Run 1, gate-type map:
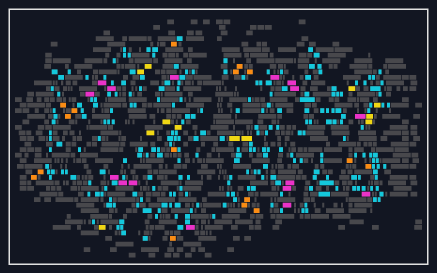
Run 1, placement by cell class:
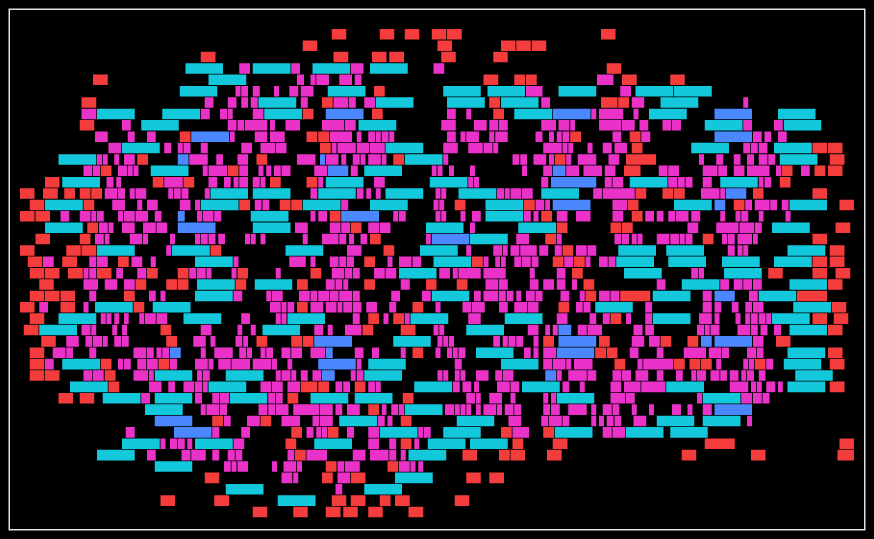
Run 1, sequential cells coloured by netlist name:
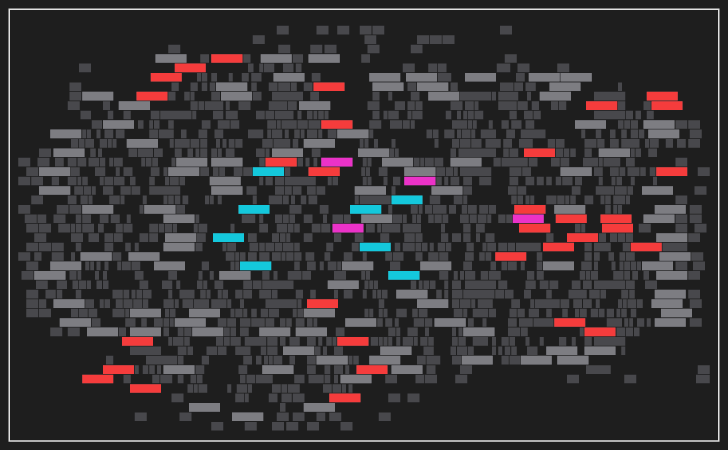
$ cat src/rtl/timer_pkg.sv
// Shared types and helpers for the multi-channel countdown timer.
// The load clamp lives here so every channel sees the same rule.
package timer_pkg;

    typedef enum logic [1:0] {T_IDLE, T_RUN, T_PAUSE, T_DONE} timer_state_t;

    localparam int unsigned SEC_MAX = 59;

    // Returns {min, sec}. Oversized minutes saturate to max_min:00; otherwise
    // seconds saturate to SEC_MAX.
    function automatic logic [15:0] clamp_load(input logic [7:0]  min,
                                               input logic [7:0]  sec,
                                               input int unsigned max_min);
        logic [15:0] res;
        if (32'(min) > max_min) begin
            res = {8'(max_min), 8'd0};
        end else if (32'(sec) > SEC_MAX) begin
            res = {min, 8'(SEC_MAX)};
        end else begin
            res = {min, sec};
        end
        return res;
    endfunction

endpackage

$ cat src/rtl/timer_channel.sv
// One MM:SS countdown channel: IDLE/RUN/PAUSE/DONE state, optional auto-reload,
// sticky done flag and a one-clk expiry pulse.
module timer_channel
    import timer_pkg::*;
(
    input  logic       clk,
    input  logic       reset,
    input  logic       tick_i,
    input  logic       set_i,
    input  logic       start_i,
    input  logic       stop_i,
    input  logic       clear_i,
    input  logic       reload_i,
    input  logic [7:0] load_min_i,
    input  logic [7:0] load_sec_i,
    output logic [7:0] min_o,
    output logic [7:0] sec_o,
    output logic       running_o,
    output logic       done_o,
    output logic       pulse_o
);

    timer_state_t state_q, state_d;
    logic [7:0]   min_q, min_d, sec_q, sec_d;
    logic [7:0]   rl_min_q, rl_min_d, rl_sec_q, rl_sec_d;
    logic         reload_q, reload_d, done_q, done_d, pulse_q, pulse_d;
    logic         is_zero, is_last;

    assign is_zero = (min_q == 8'd0) && (sec_q == 8'd0);
    assign is_last = (min_q == 8'd0) && (sec_q == 8'd1);

    // Any command addressed to this channel consumes the tick of that cycle.
    always_comb begin
        state_d  = state_q;
        min_d    = min_q;
        sec_d    = sec_q;
        rl_min_d = rl_min_q;
        rl_sec_d = rl_sec_q;
        reload_d = reload_q;
        done_d   = done_q;
        pulse_d  = 1'b0;
        if (set_i) begin
            state_d  = T_IDLE;
            done_d   = 1'b0;
            min_d    = load_min_i;
            sec_d    = load_sec_i;
            rl_min_d = load_min_i;
            rl_sec_d = load_sec_i;
            reload_d = reload_i;
        end else if (start_i) begin
            if ((state_q == T_IDLE && !is_zero) || state_q == T_PAUSE) begin
                state_d = T_RUN;
            end
        end else if (stop_i) begin
            if (state_q == T_RUN) begin
                state_d = T_PAUSE;
            end
        end else if (clear_i) begin
            done_d = 1'b0;
            if (state_q == T_DONE) begin
                state_d = T_IDLE;
            end
        end else if (tick_i && state_q == T_RUN) begin
            if (is_last) begin
                done_d  = 1'b1;
                pulse_d = 1'b1;
                if (reload_q) begin
                    min_d = rl_min_q;
                    sec_d = rl_sec_q;
                end else begin
                    min_d   = 8'd0;
                    sec_d   = 8'd0;
                    state_d = T_DONE;
                end
            end else if (sec_q != 8'd0) begin
                sec_d = sec_q - 8'd1;
            end else if (min_q != 8'd0) begin
                min_d = min_q - 8'd1;
                sec_d = 8'(SEC_MAX);
            end
        end
    end

    always_ff @(posedge clk or negedge reset) begin
        if (!reset) begin
            state_q  <= T_IDLE;
            min_q    <= 8'd0;
            sec_q    <= 8'd0;
            rl_min_q <= 8'd0;
            rl_sec_q <= 8'd0;
            reload_q <= 1'b0;
            done_q   <= 1'b0;
            pulse_q  <= 1'b0;
        end else begin
            state_q  <= state_d;
            min_q    <= min_d;
            sec_q    <= sec_d;
            rl_min_q <= rl_min_d;
            rl_sec_q <= rl_sec_d;
            reload_q <= reload_d;
            done_q   <= done_d;
            pulse_q  <= pulse_d;
        end
    end

    assign min_o     = min_q;
    assign sec_o     = sec_q;
    assign running_o = (state_q == T_RUN);
    assign done_o    = done_q;
    assign pulse_o   = pulse_q;

endmodule

$ cat src/rtl/multi_timer_handler.sv
// NUM_CH countdown timers behind one shared command port, counted by a 1 Hz tick.
// Decodes ch_sel, clamps the load value and packs per-channel outputs.
module multi_timer_handler
    import timer_pkg::*;
#(
    parameter int unsigned NUM_CH  = 4,
    parameter int unsigned MAX_MIN = 10,
    parameter int unsigned CH_W    = (NUM_CH > 1) ? $clog2(NUM_CH) : 1
) (
    input  logic                clk,
    input  logic                reset,
    input  logic                tick,
    input  logic [CH_W-1:0]     ch_sel,
    input  logic                set_timer,
    input  logic                start_timer,
    input  logic                stop_timer,
    input  logic                clear_done,
    input  logic                reload_mode,
    input  logic [7:0]          input_min,
    input  logic [7:0]          input_sec,
    output logic [8*NUM_CH-1:0] timer_min,
    output logic [8*NUM_CH-1:0] timer_sec,
    output logic [NUM_CH-1:0]   timer_running,
    output logic [NUM_CH-1:0]   timer_done,
    output logic [NUM_CH-1:0]   done_pulse,
    output logic                any_done
);

    logic [15:0] load_val;
    logic        sel_ok;

    assign load_val = clamp_load(input_min, input_sec, MAX_MIN);
    // Out-of-range selects address no channel at all.
    assign sel_ok   = (32'(ch_sel) < NUM_CH);

    for (genvar k = 0; k < NUM_CH; k++) begin : g_ch
        logic hit;
        assign hit = sel_ok && (ch_sel == CH_W'(k));

        timer_channel u_channel (
            .clk        (clk),
            .reset      (reset),
            .tick_i     (tick),
            .set_i      (hit && set_timer),
            .start_i    (hit && start_timer),
            .stop_i     (hit && stop_timer),
            .clear_i    (hit && clear_done),
            .reload_i   (reload_mode),
            .load_min_i (load_val[15:8]),
            .load_sec_i (load_val[7:0]),
            .min_o      (timer_min[8*k +: 8]),
            .sec_o      (timer_sec[8*k +: 8]),
            .running_o  (timer_running[k]),
            .done_o     (timer_done[k]),
            .pulse_o    (done_pulse[k])
        );
    end

    assign any_done = |timer_done;

endmodule

$ cat config.mk
export PLATFORM = sky130hd
export DESIGN_NAME = multi_timer_handler
export DESIGN_NICKNAME = d
export VERILOG_FILES = /design/src/rtl/timer_pkg.sv /design/src/rtl/timer_channel.sv /design/src/rtl/multi_timer_handler.sv
export SDC_FILE = /design/constraint.sdc
export NUM_CORES = 1
export LEC_CHECK = 0
export CORE_ASPECT_RATIO = 0.6
export CORE_MARGIN = 2
export CORE_UTILIZATION = 35
export DETAILED_ROUTE_END_ITERATION = 16
export PLACE_DENSITY = 0.62
export SLEW_MARGIN = 10
export SYNTH_ARGS = -nofsm -noshare
export SYNTH_HDL_FRONTEND = slang
export SYNTH_SLANG_ARGS = --single-unit
$ cat constraint.sdc
create_clock -name clk -period 2.51 [get_ports clk]
set_clock_uncertainty 0.1 [all_clocks]
set_input_delay 0.3765 -clock clk [delete_from_list [all_inputs] [get_ports clk]]
set_output_delay 0.3765 -clock clk [all_outputs]
set_load 0.01 [all_outputs]
==> impl_metrics.env, run 1 <==
# yosys + openroad results
export IMPL_status="complete, no violations"
export IMPL_yosys_most_used_dff="dfrtp_1"
export IMPL_tap_cells=315
export IMPL_holdWs_ps=359
export IMPL_cts_max_path_buffers=2
export IMPL_dieHeight_um=124
export IMPL_worst_setup_path_end_kind="flop"
export IMPL_critical_path_class="flop to flop"
export IMPL_ir_drop_uv=524
export IMPL_insertion_delay_ps=440
export IMPL_gr_usage_met1_pct=32.7
export IMPL_top_cell_area_share_pct=44.0
export IMPL_final_layout_size_suffix_gt1_share_pct=18.1
export IMPL_topCellsByArea="dfrtp_1 44%, nand2_1 6.2%, o21ai_0 4.3%, a21oi_1 3.7%, nor2_1 3.4%"
export IMPL_drtAntennaViolNets=0
export IMPL_cts_tree="yes"
export IMPL_edf_count=0
export IMPL_ff_count=148
export IMPL_layout_top_cells="148 x dfrtp_1, 140 x nand2_1, 130 x buf_4"
export IMPL_yosys_warnings=0
export IMPL_tool_warnings=34
export IMPL_nFillCells=2245
export IMPL_synth_area_per_cell_sq_um=8.73
export IMPL_max_stage_delay_ps=550
export IMPL_io_pins=103
export IMPL_finalPower_w=0.00876
export IMPL_ys_ff=148
export IMPL_clockBufferCount=21
export IMPL_layout_nonclk_buf_share_pct=18.7
export IMPL_timing_fmax_mhz=406
export IMPL_start_kind="flop"
export IMPL_topCombFamilyByArea="simple AND/OR/NAND/NOR gates"
export IMPL_wl_um=26300
export IMPL_grt_usage_pct=21.4
export IMPL_power_density_nw_per_um2=772
export IMPL_syn_inst=964
export IMPL_crit_chain="or4_4, or3_4, nor2_2, nor3b_1, o41a_1, mux2_4"
export IMPL_post_cts_buffers=0
export IMPL_period_used_pct=98.1
export IMPL_largest_cell_class="combinational gates"
export IMPL_p_leak_nw=4.93
export IMPL_mux_area_share_pct=1.49
export IMPL_fin_nets=1203
export IMPL_place_area_sq_um=10600
export IMPL_max_cap_viol_count=0
export IMPL_cts_max_level=4
export IMPL_grt_overflow=0
export IMPL_yosysSeqAreaShare_pct=44.0
Back to the opening pictures, 'gate-type map':
- adder and majority cells: magenta (cells 16)
- multiplexers: yellow (cells 12)
- inverting AOI/OAI gates: cyan (cells 249)
- XOR/XNOR gates: orange (cells 16)

Back to the opening pictures, 'placement by cell class':
- flops: cyan (cells 148; share of their area 34%)
- clock drivers and dummy loads: blue (cells 32; share of their area 5.2%)
- all other logic: magenta (cells 754; share of their area 42%)
- other buffers and delay cells: red (cells 240; share of their area 19%)
Seq area share: 32.6%
FP Rows: 43
Layout Cell Area excl Fill: 11400 sq um

Back to the opening pictures, 'sequential cells coloured by netlist name':
- g_ch.u_channel.rl_min_q: red (sequential cells 32; where widely spread)
- g_ch.u_channel.state_q: cyan (sequential cells 8; where centre)
- g_ch.u_channel.done_o: magenta (sequential cells 4; where centre)
post-layout util: 48.6%
Reg area: 3700 sq um
seq pwr: 0.00309 W

run 1: power breakdown:
part / switching, W / internal, W / total, W
clock: 0.00109 / 0.00144 / 0.00253
combinational: 0.00154 / 0.00160 / 0.00315
sequential: 0.000373 / 0.00271 / 0.00309
run 1: metrics by stage:
step | instances | TNS, ps | util [%]
after floorplan | 964 | 0 | -
after global placement | 1453 | -2230 | 45.4
after detailed placement | 1453 | -4010 | 45.4
after CTS | 1486 | 0 | 47.9
after global routing | 1489 | -10.8 | 48.6
final | 1489 | 0 | 48.6
run 1: metal layers:
metal	up-vias	part of all wire [%]
met3	23	6.1
met4	0	1.5
li1	3900	-
met2	251	40
met1	3896	52
met5	-	0
run 1: state kept, by name, indices dropped and copies added (netlist names):
signal / cells
g_ch.u_channel.rl_sec_q: 32
g_ch.u_channel.state_q: 8
g_ch.u_channel.sec_o: 32
g_ch.u_channel.min_o: 32
g_ch.u_channel.done_o: 4
g_ch.u_channel.reload_q: 4
g_ch.u_channel.rl_min_q: 32
g_ch.u_channel.pulse_o: 4
run 1: worst paths after layout:
check	slack, ps	to	from
max	50	g_ch[3].u_channel.state_q[0]	g_ch[3].u_channel.sec_o[4]
min	360	g_ch[1].u_channel.min_o[3]	reset
max reg2reg	50	g_ch[3].u_channel.state_q[0]	g_ch[3].u_channel.sec_o[4]
min reg2reg	380	g_ch[3].u_channel.rl_sec_q[5]	g_ch[3].u_channel.rl_sec_q[5]
max in group asynchronous	1280	g_ch[3].u_channel.sec_o[3]	reset
min in group clk	380	g_ch[3].u_channel.rl_sec_q[5]	g_ch[3].u_channel.rl_sec_q[5]
run 1: worst max-delay path, delay by kind of cell, from the launching register on:
family	cells	cell delay, ps
muxes	1	320
and+or+nand+nor	4	1130
DFF	1	370
AOI/OAI and AO/OA	1	430
==> run 2: changes to the inputs <==
--- a/config.mk
+++ b/config.mk
@@ -5,6 +5,7 @@
 export SDC_FILE = /design/constraint.sdc
 export NUM_CORES = 1
 export LEC_CHECK = 0
+export CAP_MARGIN = 20
 export CORE_ASPECT_RATIO = 0.6
 export CORE_MARGIN = 2
 export CORE_UTILIZATION = 35
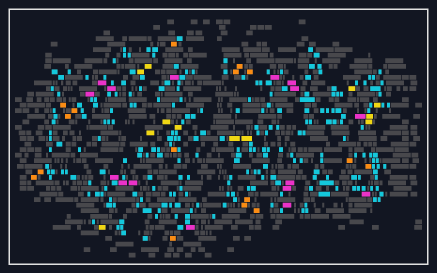
Run 2: gate-type map
- XOR/XNOR gates: orange (cells 16)
- multiplexers: yellow (cells 12)
- adder and majority cells: magenta (cells 16)
- inverting AOI/OAI gates: cyan (cells 249)
final non-filler cell total: 1489
combinational share of cell area: 39.6%
Commonest Layout Cell: dfrtp_1

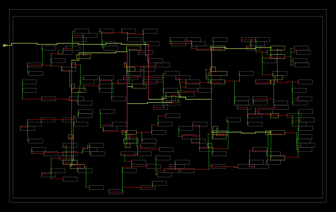
Run 2: clock nets
clock sinks: 148
Clk Latency, worst-skew pair: 440 ps
clock group power: 0.00253 W
CTS buffer count: 17
flop count: 148

==> run 2 against run 1 <==
- utilization unchanged
- highest routed layer unchanged
- global-route usage unchanged
- largest cell class unchanged
- fmax did not move
- first-iteration DRC count unchanged
- area after synthesis unchanged
- design area is the same
- critical endpoint unchanged
- critical path type unchanged
- hold slack unchanged
==> impl_metrics.env, run 2 <==
# yosys + openroad results
export IMPL_status="complete, no violations"
export IMPL_route_met2_wl_um=10600
export IMPL_top_cell_area_share_pct=44.0
export IMPL_syn_inst=964
export IMPL_dieHeight_um=124
export IMPL_yosys_most_used_dff="dfrtp_1"
export IMPL_synth_area_per_cell_sq_um=8.73
export IMPL_wl_met3_um=1590
export IMPL_dpl_cell_count=1453
export IMPL_top_layer_used="met4"
export IMPL_post_cts_buffers=0
export IMPL_wl_met1_um=13700
export IMPL_final_layout_size_suffix_gt1_share_pct=18.1
export IMPL_cts_max_level=4
export IMPL_io_pins=103
export IMPL_wl_um=26300
export IMPL_rows=43
export IMPL_grt_usage_pct=21.4
export IMPL_timing_fmax_mhz=406
export IMPL_max_cap_viol_count=0
export IMPL_cp_num_buf_inv=0
export IMPL_drtAntennaViolNets=0
export IMPL_ys_ff=148
export IMPL_start_kind="flop"
export IMPL_gr_usage_met1_pct=32.7
export IMPL_cts_max_path_buffers=2
export IMPL_fin_nets=1203
export IMPL_cp_data_required_time_ps=2730
export IMPL_max_stage_delay_ps=550
export IMPL_critical_path_class="flop to flop"
export IMPL_period_used_pct=98.1
export IMPL_yosysSeqAreaShare_pct=44.0
export IMPL_cts_tree="yes"
export IMPL_yosys_warnings=0
## run 2: final timing paths
check	end	slack (ps)	startpoint	cells after the start
worst min register to register	g_ch[3].u_channel.rl_sec_q[5]	380	g_ch[3].u_channel.rl_sec_q[5]	2
max in group asynchronous	g_ch[3].u_channel.sec_o[3]	1280	reset	3
worst max register to register	g_ch[3].u_channel.state_q[0]	50	g_ch[3].u_channel.sec_o[4]	6
min in group clk	g_ch[3].u_channel.rl_sec_q[5]	380	g_ch[3].u_channel.rl_sec_q[5]	2
worst max-delay path	g_ch[3].u_channel.state_q[0]	50	g_ch[3].u_channel.sec_o[4]	6
worst min-delay path	g_ch[1].u_channel.min_o[3]	360	reset	2
## run 2: cells by family after synthesis
| family | share of synthesized area, % |
|---|---|
| buf+inv | 4.22 |
| flops | 44.0 |
| fa+ha+maj | 2.38 |
| simple gates | 23.7 |
| mux | 1.49 |
| xor+xnor | 1.66 |
| compound gates | 22.6 |
## run 2: where the power goes
part | switching, W | internal [W]
Combinational | 0.00154 | 0.00160
Sequential | 0.000373 | 0.00271
Clock | 0.00109 | 0.00144
Total | 0.00301 | 0.00576
## run 2: area by class of cell
type / count / area [sq um]
Fill cell: 2245 / 12000
Multi-Input combinational cell: 735 / 4490
Sequential cell: 148 / 3700
Timing Repair Buffer: 240 / 2120
Clock buffer: 21 / 470
Tap cell: 315 / 394
Clock inverter: 11 / 104
Inverter: 19 / 71.3
## run 2: stage by stage
step	utilization [%]	instance area, sq um	hold WS [ps]	worst slack [ps]	setup TNS [ps]
final	48.6	11400	359	47.1	0
after global routing	48.6	11400	401	-6.17	-10.8
after CTS	47.9	11200	362	22.8	0
after detailed placement	45.4	10600	262	-289	-4010
after global placement	45.4	10600	263	-207	-2230
after floorplan	-	8420	-19.1	17.6	0
Run 2, routed clock nets over the placement:
The bar under the picture is 50 um long.
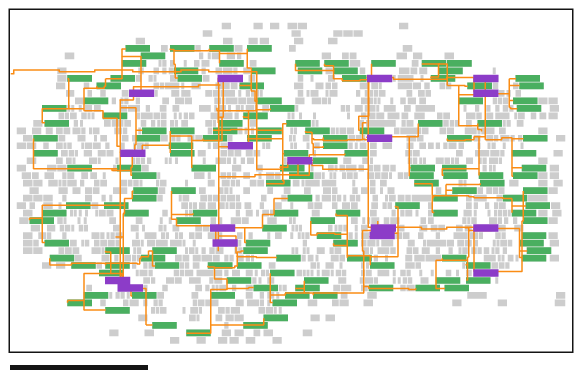

==> run 3: changes to the inputs <==
--- a/config.mk
+++ b/config.mk
@@ -10,7 +10,6 @@
 export CORE_MARGIN = 2
 export CORE_UTILIZATION = 35
 export DETAILED_ROUTE_END_ITERATION = 16
-export PLACE_DENSITY = 0.62
 export SLEW_MARGIN = 10
 export SYNTH_ARGS = -nofsm -noshare
 export SYNTH_HDL_FRONTEND = slang
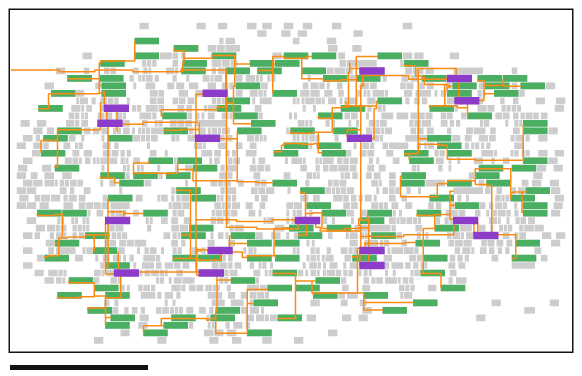
Run 3: routed clock nets over the placement
The bar under the picture is 50 um long.
- clock wires: orange (length 2260 um)
- flip-flops: green (count 148)
- cells driving clock nets: purple (count 17)
- flops lie: widely spread
clock group power: 0.00285 W
Clk pwr share: 31.3%

==> run 3 against run 2 <==
- global-route usage grew 0.75 points
- die size is the same
- critical path depth shrank 4
- sequential cell count is the same
- fmax grew 1.8%
- sequential share of layout area shrank 0.19 points
==> impl_metrics.env, run 3 <==
# yosys + openroad results
export IMPL_status="complete, no violations"
export IMPL_period_used_pct=96.4
export IMPL_syn_inst=964
export IMPL_yosysSeqAreaShare_pct=44.0
export IMPL_cts_buffers=17
export IMPL_io_pins=103
export IMPL_power_group_top="combinational cells"
export IMPL_pre_cts_slack_ps=-272
export IMPL_grt_usage_pct=22.1
export IMPL_fin_ws_ps=89.8
export IMPL_fin_nets=1212
export IMPL_power_density_nw_per_um2=797
export IMPL_wl_um=26700
export IMPL_timing_rr_start="g_ch[3].u_channel.sec_o[4]"
export IMPL_post_cts_buffers=0
export IMPL_ir_drop_uv=501
export IMPL_synth_area_per_cell_sq_um=8.73
export IMPL_layout_top_cells="148 x dfrtp_1, 142 x buf_4, 140 x nand2_1"
export IMPL_insertion_delay_ps=440
export IMPL_top_cell_area_share_pct=44.0
export IMPL_final_area_sq_um=11400
export IMPL_topCellsByArea="dfrtp_1 44%, nand2_1 6.2%, o21ai_0 4.3%, a21oi_1 3.7%, nor2_1 3.4%"
export IMPL_edf_count=0
export IMPL_cts_max_level=4
export IMPL_setup_tns_ps=0
export IMPL_ys_ff=148
export IMPL_stdcell_count=1496
export IMPL_cts_max_path_buffers=2
export IMPL_holdWs_ps=358
export IMPL_p_comb_w=0.00317
export IMPL_power_frac_comb_pct=34.9
export IMPL_max_cap_viol_count=0
export IMPL_place_area_sq_um=10700
export IMPL_rows=43
export IMPL_timing_fmax_mhz=413
export IMPL_dieHeight_um=124
export IMPL_internal_power_w=0.00612
export IMPL_cp_data_required_time_ps=2030
export IMPL_grt_overflow=0
export IMPL_worst_setup_path_end_kind="output port"
export IMPL_finalPower_w=0.00911
export IMPL_timing_rr_end="g_ch[3].u_channel.state_q[1]"
export IMPL_cts_tree="yes"
export IMPL_p_sw_share_pct=32.7
export IMPL_timing_reg2reg_setup_slack_ps=90
export IMPL_final_layout_size_suffix_gt1_share_pct=17.5
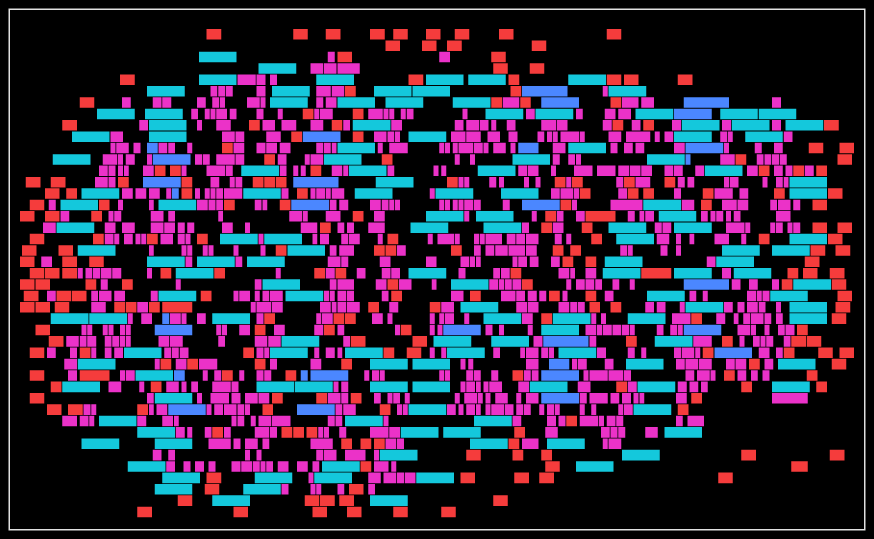
Run 3: placement by cell class
- clock drivers and dummy loads: blue (cells 30; share of their area 5.8%)
- flops: cyan (cells 148; share of their area 34%)
- other buffers and delay cells: red (cells 249; share of their area 20%)
- all other logic: magenta (cells 754; share of their area 41%)

==> run 3: cell types whose count changed in the layout (fill, tap and decap cells not counted), sizes merged <==
cell | previous run | this run
bufinv | 1 | 5
clkinvlp | 5 | 2
clkinv | 5 | 3
buf | 138 | 147
clkbuf | 21 | 20
==> run 3: layout make-up <==
cell class / instances / area [sq um]
fill: 2252 / 11900
multi-input combinational: 735 / 4440
sequential: 148 / 3700
timing repair buffer: 249 / 2180
clock buffer: 20 / 457
tap: 315 / 394
clock inverter: 10 / 180
inverter: 19 / 71.3
==> run 3: cell families (layout without fill, tap and decap cells) <==
logic type / after synthesis / count (layout) / synth area share, %
AOI/OAI and AO/OA: 293 / 293 / 22.6
xor gates and xnor gates: 16 / 16 / 1.66
adders and majority gates: 16 / 16 / 2.38
buffers and inverters: 81 / 298 / 4.22
DFF: 148 / 148 / 44.0
muxes: 12 / 12 / 1.49
and+or+nand+nor: 398 / 398 / 23.7
==> run 3: worst max-delay path by stage <==
stage | from | end | slack [ps] | cells after the start
3_5_place_dp | start_timer | g_ch[0].u_channel.min_o[1] | -270 | 10
6_report | g_ch[1].u_channel.done_o | any_done | 90 | 2
2_1_floorplan | g_ch[0].u_channel.min_o[0] | g_ch[0].u_channel.min_o[4] | 20 | 9
3_3_place_gp | start_timer | g_ch[0].u_channel.min_o[2] | -260 | 9
5_1_grt | g_ch[2].u_channel.min_o[1] | g_ch[2].u_channel.min_o[2] | -40 | 9
4_1_cts | g_ch[3].u_channel.sec_o[4] | g_ch[3].u_channel.state_q[1] | 30 | 6
==> run 3: metal layers <==
metal  track usage (%)  wire length (um)
met5                 0                 0
met4              4.98               252
met3              4.21              1470
met2              31.6             11000
met1              34.1             14000
==> run 3: critical path: stages, from the launching register on <==
cell and delay, ps:
dfrtp_1 480, or4_1 540, clkdlybuf4s50_1 490
Power figures rest on the tool's default switching activity, not on a simulated workload.
